$ cat config.mk
export PLATFORM = sky130hd
export DESIGN_NAME = mmu_ram_seq
export DESIGN_NICKNAME = d
export VERILOG_FILES = /design/src/rtl/mmu_ram_seq.sv
export SDC_FILE = /design/constraint.sdc
export NUM_CORES = 1
export LEC_CHECK = 0
export CAP_MARGIN = 5
export CORE_ASPECT_RATIO = 1.4
export CORE_UTILIZATION = 46
export DETAILED_ROUTE_END_ITERATION = 6
export PLACE_DENSITY = 0.78
export SYNTH_ARGS = -nofsm -noshare
export SYNTH_HDL_FRONTEND = slang
export SYNTH_SLANG_ARGS = --single-unit
$ cat constraint.sdc
create_clock -name CLKX4 -period 2.4 [get_ports CLKX4]
set_input_delay 0.72 -clock CLKX4 [delete_from_list [all_inputs] [get_ports CLKX4]]
set_output_delay 0.72 -clock CLKX4 [all_outputs]
set_load 0.05 [all_outputs]
$ cat src/rtl/mmu_ram_seq.sv
// mmu_ram_seq: sequencer/arbiter for the external MMU page-table RAM.
// Two requesters share the RAM: translation lookups (XLAT_*) and
// configuration reads/writes (CFG_*). XLAT has priority, but a CFG that
// waited behind one XLAT wins the next grant. All RAM strobes, address,
// write data and output enable are registered and timed from CLKX4.
//
// Optional build macro: MMU_SEQ_INIT_EN -- when defined, the block fills
// the table with an identity map (entry i = i) after reset and holds
// INIT_BUSY high until the fill completes. When undefined, INIT_BUSY is 0
// and the block starts in IDLE.
//
// Ports:
//   CLKX4, RESET                 clock, synchronous active-high reset
//   XLAT_REQ/ADDR -> ACK/DATA    lookup request (level) and registered result
//   CFG_REQ/RnW/ADDR/WDATA       config request (level)
//   CFG_ACK/RDATA                config completion pulse and read result
//   INIT_BUSY                    identity fill in progress
//   MMU_ADDR/nRD/nWR             RAM address and active-low strobes
//   MMU_DATA_OUT/OE/IN           RAM write data, drive enable, read data
module mmu_ram_seq #(
  parameter int unsigned ADDR_W    = 8,
  parameter int unsigned DATA_W    = 8,
  parameter int unsigned RD_CYCLES = 2,
  parameter int unsigned WR_CYCLES = 1
) (
  input  logic              CLKX4,
  input  logic              RESET,
  input  logic              XLAT_REQ,
  input  logic [ADDR_W-1:0] XLAT_ADDR,
  output logic              XLAT_ACK,
  output logic [DATA_W-1:0] XLAT_DATA,
  input  logic              CFG_REQ,
  input  logic              CFG_RnW,
  input  logic [ADDR_W-1:0] CFG_ADDR,
  input  logic [DATA_W-1:0] CFG_WDATA,
  output logic              CFG_ACK,
  output logic [DATA_W-1:0] CFG_RDATA,
  output logic              INIT_BUSY,
  output logic [ADDR_W-1:0] MMU_ADDR,
  output logic              MMU_nRD,
  output logic              MMU_nWR,
  output logic [DATA_W-1:0] MMU_DATA_OUT,
  output logic              MMU_DATA_OE,
  input  logic [DATA_W-1:0] MMU_DATA_IN
);

  localparam int unsigned CNT_W = 8;

  typedef enum logic [3:0] {
    ST_INIT_SETUP,
    ST_INIT_STRB,
    ST_INIT_HOLD,
    ST_IDLE,
    ST_RD,
    ST_W_SETUP,
    ST_W_STRB,
    ST_W_HOLD,
    ST_DONE
  } state_t;

`ifdef MMU_SEQ_INIT_EN
  localparam state_t RST_STATE = ST_INIT_SETUP;
`else
  localparam state_t RST_STATE = ST_IDLE;
`endif

  state_t            state_q, state_d;
  logic [CNT_W-1:0]  cnt_q, cnt_d;
  logic [ADDR_W-1:0] addr_q, addr_d;
  logic [DATA_W-1:0] wdata_q, wdata_d;
  logic              nrd_q, nrd_d;
  logic              nwr_q, nwr_d;
  logic              oe_q, oe_d;
  logic              xlat_ack_q, xlat_ack_d;
  logic              cfg_ack_q, cfg_ack_d;
  logic [DATA_W-1:0] xlat_data_q, xlat_data_d;
  logic [DATA_W-1:0] cfg_rdata_q, cfg_rdata_d;
  logic              owner_cfg_q, owner_cfg_d;
  logic              cfg_owed_q, cfg_owed_d;
  logic              xlat_win;
`ifdef MMU_SEQ_INIT_EN
  logic              init_busy_q, init_busy_d;
`endif

  // XLAT wins unless a CFG already waited behind an earlier XLAT grant
  assign xlat_win = XLAT_REQ && !(cfg_owed_q && CFG_REQ);

  // Next-state and next-output logic
  always_comb begin
    state_d     = state_q;
    cnt_d       = cnt_q;
    addr_d      = addr_q;
    wdata_d     = wdata_q;
    nrd_d       = nrd_q;
    nwr_d       = nwr_q;
    oe_d        = oe_q;
    xlat_ack_d  = 1'b0;
    cfg_ack_d   = 1'b0;
    xlat_data_d = xlat_data_q;
    cfg_rdata_d = cfg_rdata_q;
    owner_cfg_d = owner_cfg_q;
    cfg_owed_d  = cfg_owed_q;
`ifdef MMU_SEQ_INIT_EN
    init_busy_d = init_busy_q;
`endif

    case (state_q)
`ifdef MMU_SEQ_INIT_EN
      // Address/data for the current entry are already on the bus here
      ST_INIT_SETUP: begin
        oe_d    = 1'b1;
        nwr_d   = 1'b0;
        cnt_d   = '0;
        state_d = ST_INIT_STRB;
      end
      ST_INIT_STRB: begin
        if (cnt_q == CNT_W'(WR_CYCLES - 1)) begin
          nwr_d   = 1'b1;
          state_d = ST_INIT_HOLD;
        end else begin
          cnt_d = cnt_q + CNT_W'(1);
        end
      end
      // Advance to the next entry, or finish after the last index
      ST_INIT_HOLD: begin
        if (&addr_q) begin
          oe_d        = 1'b0;
          init_busy_d = 1'b0;
          state_d     = ST_IDLE;
        end else begin
          addr_d  = addr_q + ADDR_W'(1);
          wdata_d = DATA_W'(addr_q + ADDR_W'(1));
          state_d = ST_INIT_SETUP;
        end
      end
`endif
      ST_IDLE: begin
        if (xlat_win) begin
          owner_cfg_d = 1'b0;
          addr_d      = XLAT_ADDR;
          nrd_d       = 1'b0;
          cnt_d       = '0;
          state_d     = ST_RD;
          if (CFG_REQ) cfg_owed_d = 1'b1;
        end else if (CFG_REQ) begin
          owner_cfg_d = 1'b1;
          cfg_owed_d  = 1'b0;
          addr_d      = CFG_ADDR;
          cnt_d       = '0;
          if (CFG_RnW) begin
            nrd_d   = 1'b0;
            state_d = ST_RD;
          end else begin
            wdata_d = CFG_WDATA;
            oe_d    = 1'b1;
            state_d = ST_W_SETUP;
          end
        end
      end
      // Read data is captured on the edge that ends the last strobe cycle
      ST_RD: begin
        if (cnt_q == CNT_W'(RD_CYCLES - 1)) begin
          nrd_d   = 1'b1;
          state_d = ST_DONE;
          if (owner_cfg_q) begin
            cfg_rdata_d = MMU_DATA_IN;
            cfg_ack_d   = 1'b1;
          end else begin
            xlat_data_d = MMU_DATA_IN;
            xlat_ack_d  = 1'b1;
          end
        end else begin
          cnt_d = cnt_q + CNT_W'(1);
        end
      end
      ST_W_SETUP: begin
        nwr_d   = 1'b0;
        cnt_d   = '0;
        state_d = ST_W_STRB;
      end
      ST_W_STRB: begin
        if (cnt_q == CNT_W'(WR_CYCLES - 1)) begin
          nwr_d   = 1'b1;
          state_d = ST_W_HOLD;
        end else begin
          cnt_d = cnt_q + CNT_W'(1);
        end
      end
      ST_W_HOLD: begin
        oe_d      = 1'b0;
        cfg_ack_d = 1'b1;
        state_d   = ST_DONE;
      end
      // Requests are not sampled here; the requester drops REQ meanwhile
      ST_DONE: begin
        state_d = ST_IDLE;
      end
      default: begin
        nrd_d   = 1'b1;
        nwr_d   = 1'b1;
        oe_d    = 1'b0;
        state_d = ST_IDLE;
      end
    endcase
  end

  // State and output registers; reset aborts any access in flight
  always_ff @(posedge CLKX4) begin
    if (RESET) begin
      state_q     <= RST_STATE;
      cnt_q       <= '0;
      addr_q      <= '0;
      wdata_q     <= '0;
      nrd_q       <= 1'b1;
      nwr_q       <= 1'b1;
      oe_q        <= 1'b0;
      xlat_ack_q  <= 1'b0;
      cfg_ack_q   <= 1'b0;
      xlat_data_q <= '0;
      cfg_rdata_q <= '0;
      owner_cfg_q <= 1'b0;
      cfg_owed_q  <= 1'b0;
`ifdef MMU_SEQ_INIT_EN
      init_busy_q <= 1'b1;
`endif
    end else begin
      state_q     <= state_d;
      cnt_q       <= cnt_d;
      addr_q      <= addr_d;
      wdata_q     <= wdata_d;
      nrd_q       <= nrd_d;
      nwr_q       <= nwr_d;
      oe_q        <= oe_d;
      xlat_ack_q  <= xlat_ack_d;
      cfg_ack_q   <= cfg_ack_d;
      xlat_data_q <= xlat_data_d;
      cfg_rdata_q <= cfg_rdata_d;
      owner_cfg_q <= owner_cfg_d;
      cfg_owed_q  <= cfg_owed_d;
`ifdef MMU_SEQ_INIT_EN
      init_busy_q <= init_busy_d;
`endif
    end
  end

`ifdef MMU_SEQ_INIT_EN
  assign INIT_BUSY = init_busy_q;
`else
  assign INIT_BUSY = 1'b0;
`endif

  assign XLAT_ACK     = xlat_ack_q;
  assign XLAT_DATA    = xlat_data_q;
  assign CFG_ACK      = cfg_ack_q;
  assign CFG_RDATA    = cfg_rdata_q;
  assign MMU_ADDR     = addr_q;
  assign MMU_nRD      = nrd_q;
  assign MMU_nWR      = nwr_q;
  assign MMU_DATA_OUT = wdata_q;
  assign MMU_DATA_OE  = oe_q;

endmodule

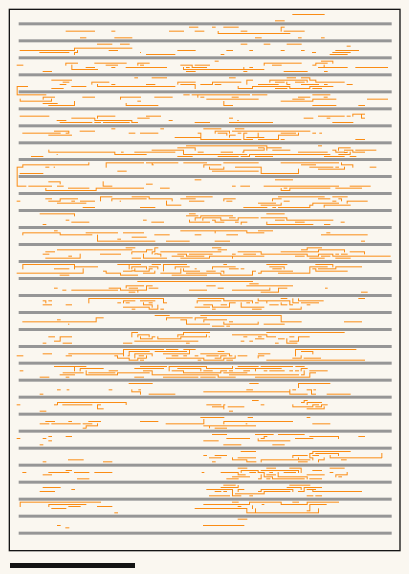
Fig. 1. Met1 routing.
Bar = 20 µm. Supply wires on this layer in grey.
share of all routed wire: 42%
nets with wire on the layer: 328
wire length on this layer: 2240 µm
longest straight run: 18.4 µm
fraction of met1 tracks used by global routing: 0.240
total vias in the final route: 2238
Total Wirelength: 5360 µm

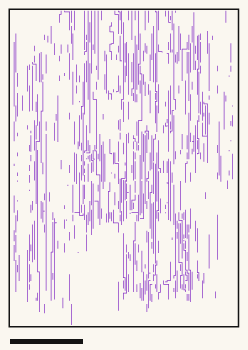
Fig. 2. The metal 2 layer.
Bar = 20 µm.
share of all routed wire: 50%
wire length on this layer: 2700 µm
longest straight run: 42.8 µm

## routing by layer
layer,up-vias,share of wire,track usage
li1,1135,-,-
met1,1023,0.42,0.240
met2,74,0.50,0.379
met3,6,0.065,0.0618
met4,0,0.014,0.0698
met5,-,0,0
## kinds of logic (layout without fill, tap and decap cells)
family / Yosys count / in the layout
flops: 51 / 51
fa+ha+maj: 3 / 3
compound gates: 83 / 83
buf+inv: 28 / 99
mux: 16 / 16
xor+xnor: 2 / 2
other cells: 1 / 1
simple gates: 88 / 88
## flip-flops by register name, indices dropped and copies added, names as in the netlist
signal,count
XLAT_DATA,8
CFG_ACK,1
MMU_ADDR,8
owner_cfg_q,1
CFG_RDATA,8
MMU_DATA_OUT,8
state_q,4
MMU_nWR,1
MMU_nRD,1
MMU_DATA_OE,1
XLAT_ACK,1
cnt_q,8
cfg_owed_q,1
## where the power goes
part | switching [mW] | internal (mW)
Combinational | 0.772 | 0.510
Sequential | 0.113 | 0.970
Clock | 0.288 | 0.343
## layout make-up
| type | count | area (µm²) | area share |
|---|---|---|---|
| Tap cell | 64 | 80.1 | 0.0244 |
| Inverter | 6 | 22.5 | 0.00687 |
| Multi-Input combinational cell | 193 | 1210 | 0.370 |
| Timing Repair Buffer | 85 | 821 | 0.250 |
| Clock buffer | 6 | 82.6 | 0.0252 |
| Clock inverter | 2 | 38.8 | 0.0118 |
| Sequential cell | 51 | 1020 | 0.312 |
## metrics by stage
| stage | power (mW) | util | TNS (ns) |
|---|---|---|---|
| global route | 3.18 | 0.672 | 0 |
| finish | 3.00 | 0.672 | 0 |
| detailed placement | 2.38 | 0.647 | -0.0157 |
| global placement | 2.37 | 0.647 | 0 |
| floorplan | 1.98 | - | 0 |
| CTS | 3.01 | 0.672 | 0 |
==> notes.md <==
Notes on the physical design

The flow ran to the end, and the final reports show no timing, DRC or antenna violations. The post-layout instance area is between 0.003 and 0.004 mm². The tightest hold path in the finished design has a slack of approximately 0.48 ns.

The cell type contributing the most total cell area after synthesis is sky130_fd_sc_hd__dfxtp_1. Along the worst path, the maximum fanout reaches 5. Per the gpl log, the routability congestion estimate is 0.795. The post-synthesis share of cell area spent on and-or and or-and gates is 0.214. In this run the power density over the cells is 914 mW/mm². Port buffering added 73 buffers.

The leakage component of the power was reported as between 1 and 1.5 nW. Sorting the synthesized cells by how often they occur yields 51 x sky130_fd_sc_hd__dfxtp_1, 30 x sky130_fd_sc_hd__a21oi_1, 27 x sky130_fd_sc_hd__nor2_1, 25 x sky130_fd_sc_hd__o21ai_0, 19 x sky130_fd_sc_hd__nand3_1. The highest ir drop seen on vdd is roughly 0.62 mV.

The OpenROAD warning count is 28. The DRC violation count after routing is 0. The number of slew-limit violations in the final report is 0. The total die size is 0.00540 mm².

The largest net degree at the start of global routing is 23. Setup repair after global routing left no endpoint under its margin. The post-synthesis adder-cell area fraction is 0.0160. According to the finish report, the design has a final net count of 382. The critical path starts at MMU_nWR. OpenSTA, run right after detailed placement, puts the worst setup slack at -0.0157 ns. The number of inserted filler cells in the final layout is 411. The post-synthesis instance total is 272.

The synthesized netlist occupies a cell area of 0.00235 mm². Hold repair after CTS inserted 0 buffers. The die is 62.4 µm wide. The critical path is of the reg -> out type.

The final setup violation count is 0. In the routed layout, each cell is associated on average with a via count of 5.50. The final antenna diode tally reported by the flow is 0. The detailed-routing iteration count for the pre-antenna-repair pass is 5. The most used flip-flop cell after synthesis is sky130_fd_sc_hd__dfxtp_1. The capturing point of the worst reg2reg path is XLAT_DATA[5].

The average instance area after synthesis is around 8.6 µm². The arrival time at the worst endpoint is 1.58 ns. Looking at the gate-level netlist, the highest instance count belongs to sky130_fd_sc_hd__dfxtp_1. The quantity of gates resized following cts is 0. The number of global-route vias before repair was 2052. Clock latency on the worst-skew pair, taken at its later pin, is roughly 0.31 ns.

The path category of the worst min-delay check is reg -> reg. The synthesized netlist was found by Yosys to have 272 cells. CTS added clock buffers totalling 5.

The share of final-layout standard cells stronger than drive strength 1 is 0.0671. The reg-to-reg critical path startpoint is state_q[2]. The yosys synthesis chip area is 0.00235 mm². The share of Yosys cell area claimed by the top area cell type is 0.435. Per the synth log, the flip-flop and latch total comes to 51. The CTS H-tree depth is 2. On the worst path, the slowest cell contributes a delay of 0.84 ns. The final timing report lists clock skew as approximately 0.0076 ns. The endpoint of the most critical setup path is MMU_nWR. In the layout the commonest cells are 73 x sky130_fd_sc_hd__clkdlybuf4s50_1, 51 x sky130_fd_sc_hd__dfxtp_1, 30 x sky130_fd_sc_hd__a21oi_1, 27 x sky130_fd_sc_hd__nor2_1, 25 x sky130_fd_sc_hd__o21ai_0.

The placed cell count is between 300 and 400. For this configuration, the core starts out at a cell density of 0.481. The clock tree buffer depth is 2. Per the cell usage report, the commonest logic cell in the layout is sky130_fd_sc_hd__clkdlybuf4s50_1. During synthesis, Yosys emitted a total of 0 warnings. Summing all multiplexer cells gives an area fraction of 0.0682. The source of the worst hold timing path is CFG_RDATA[1]. The net count after synthesis is 312. The number of buffers and inverters on the critical path is 1.

The cell-mix breakdown from Yosys lists the XOR/XNOR area share as 0.00746.
No activity file was given, so power comes from the tool's default toggle rates.
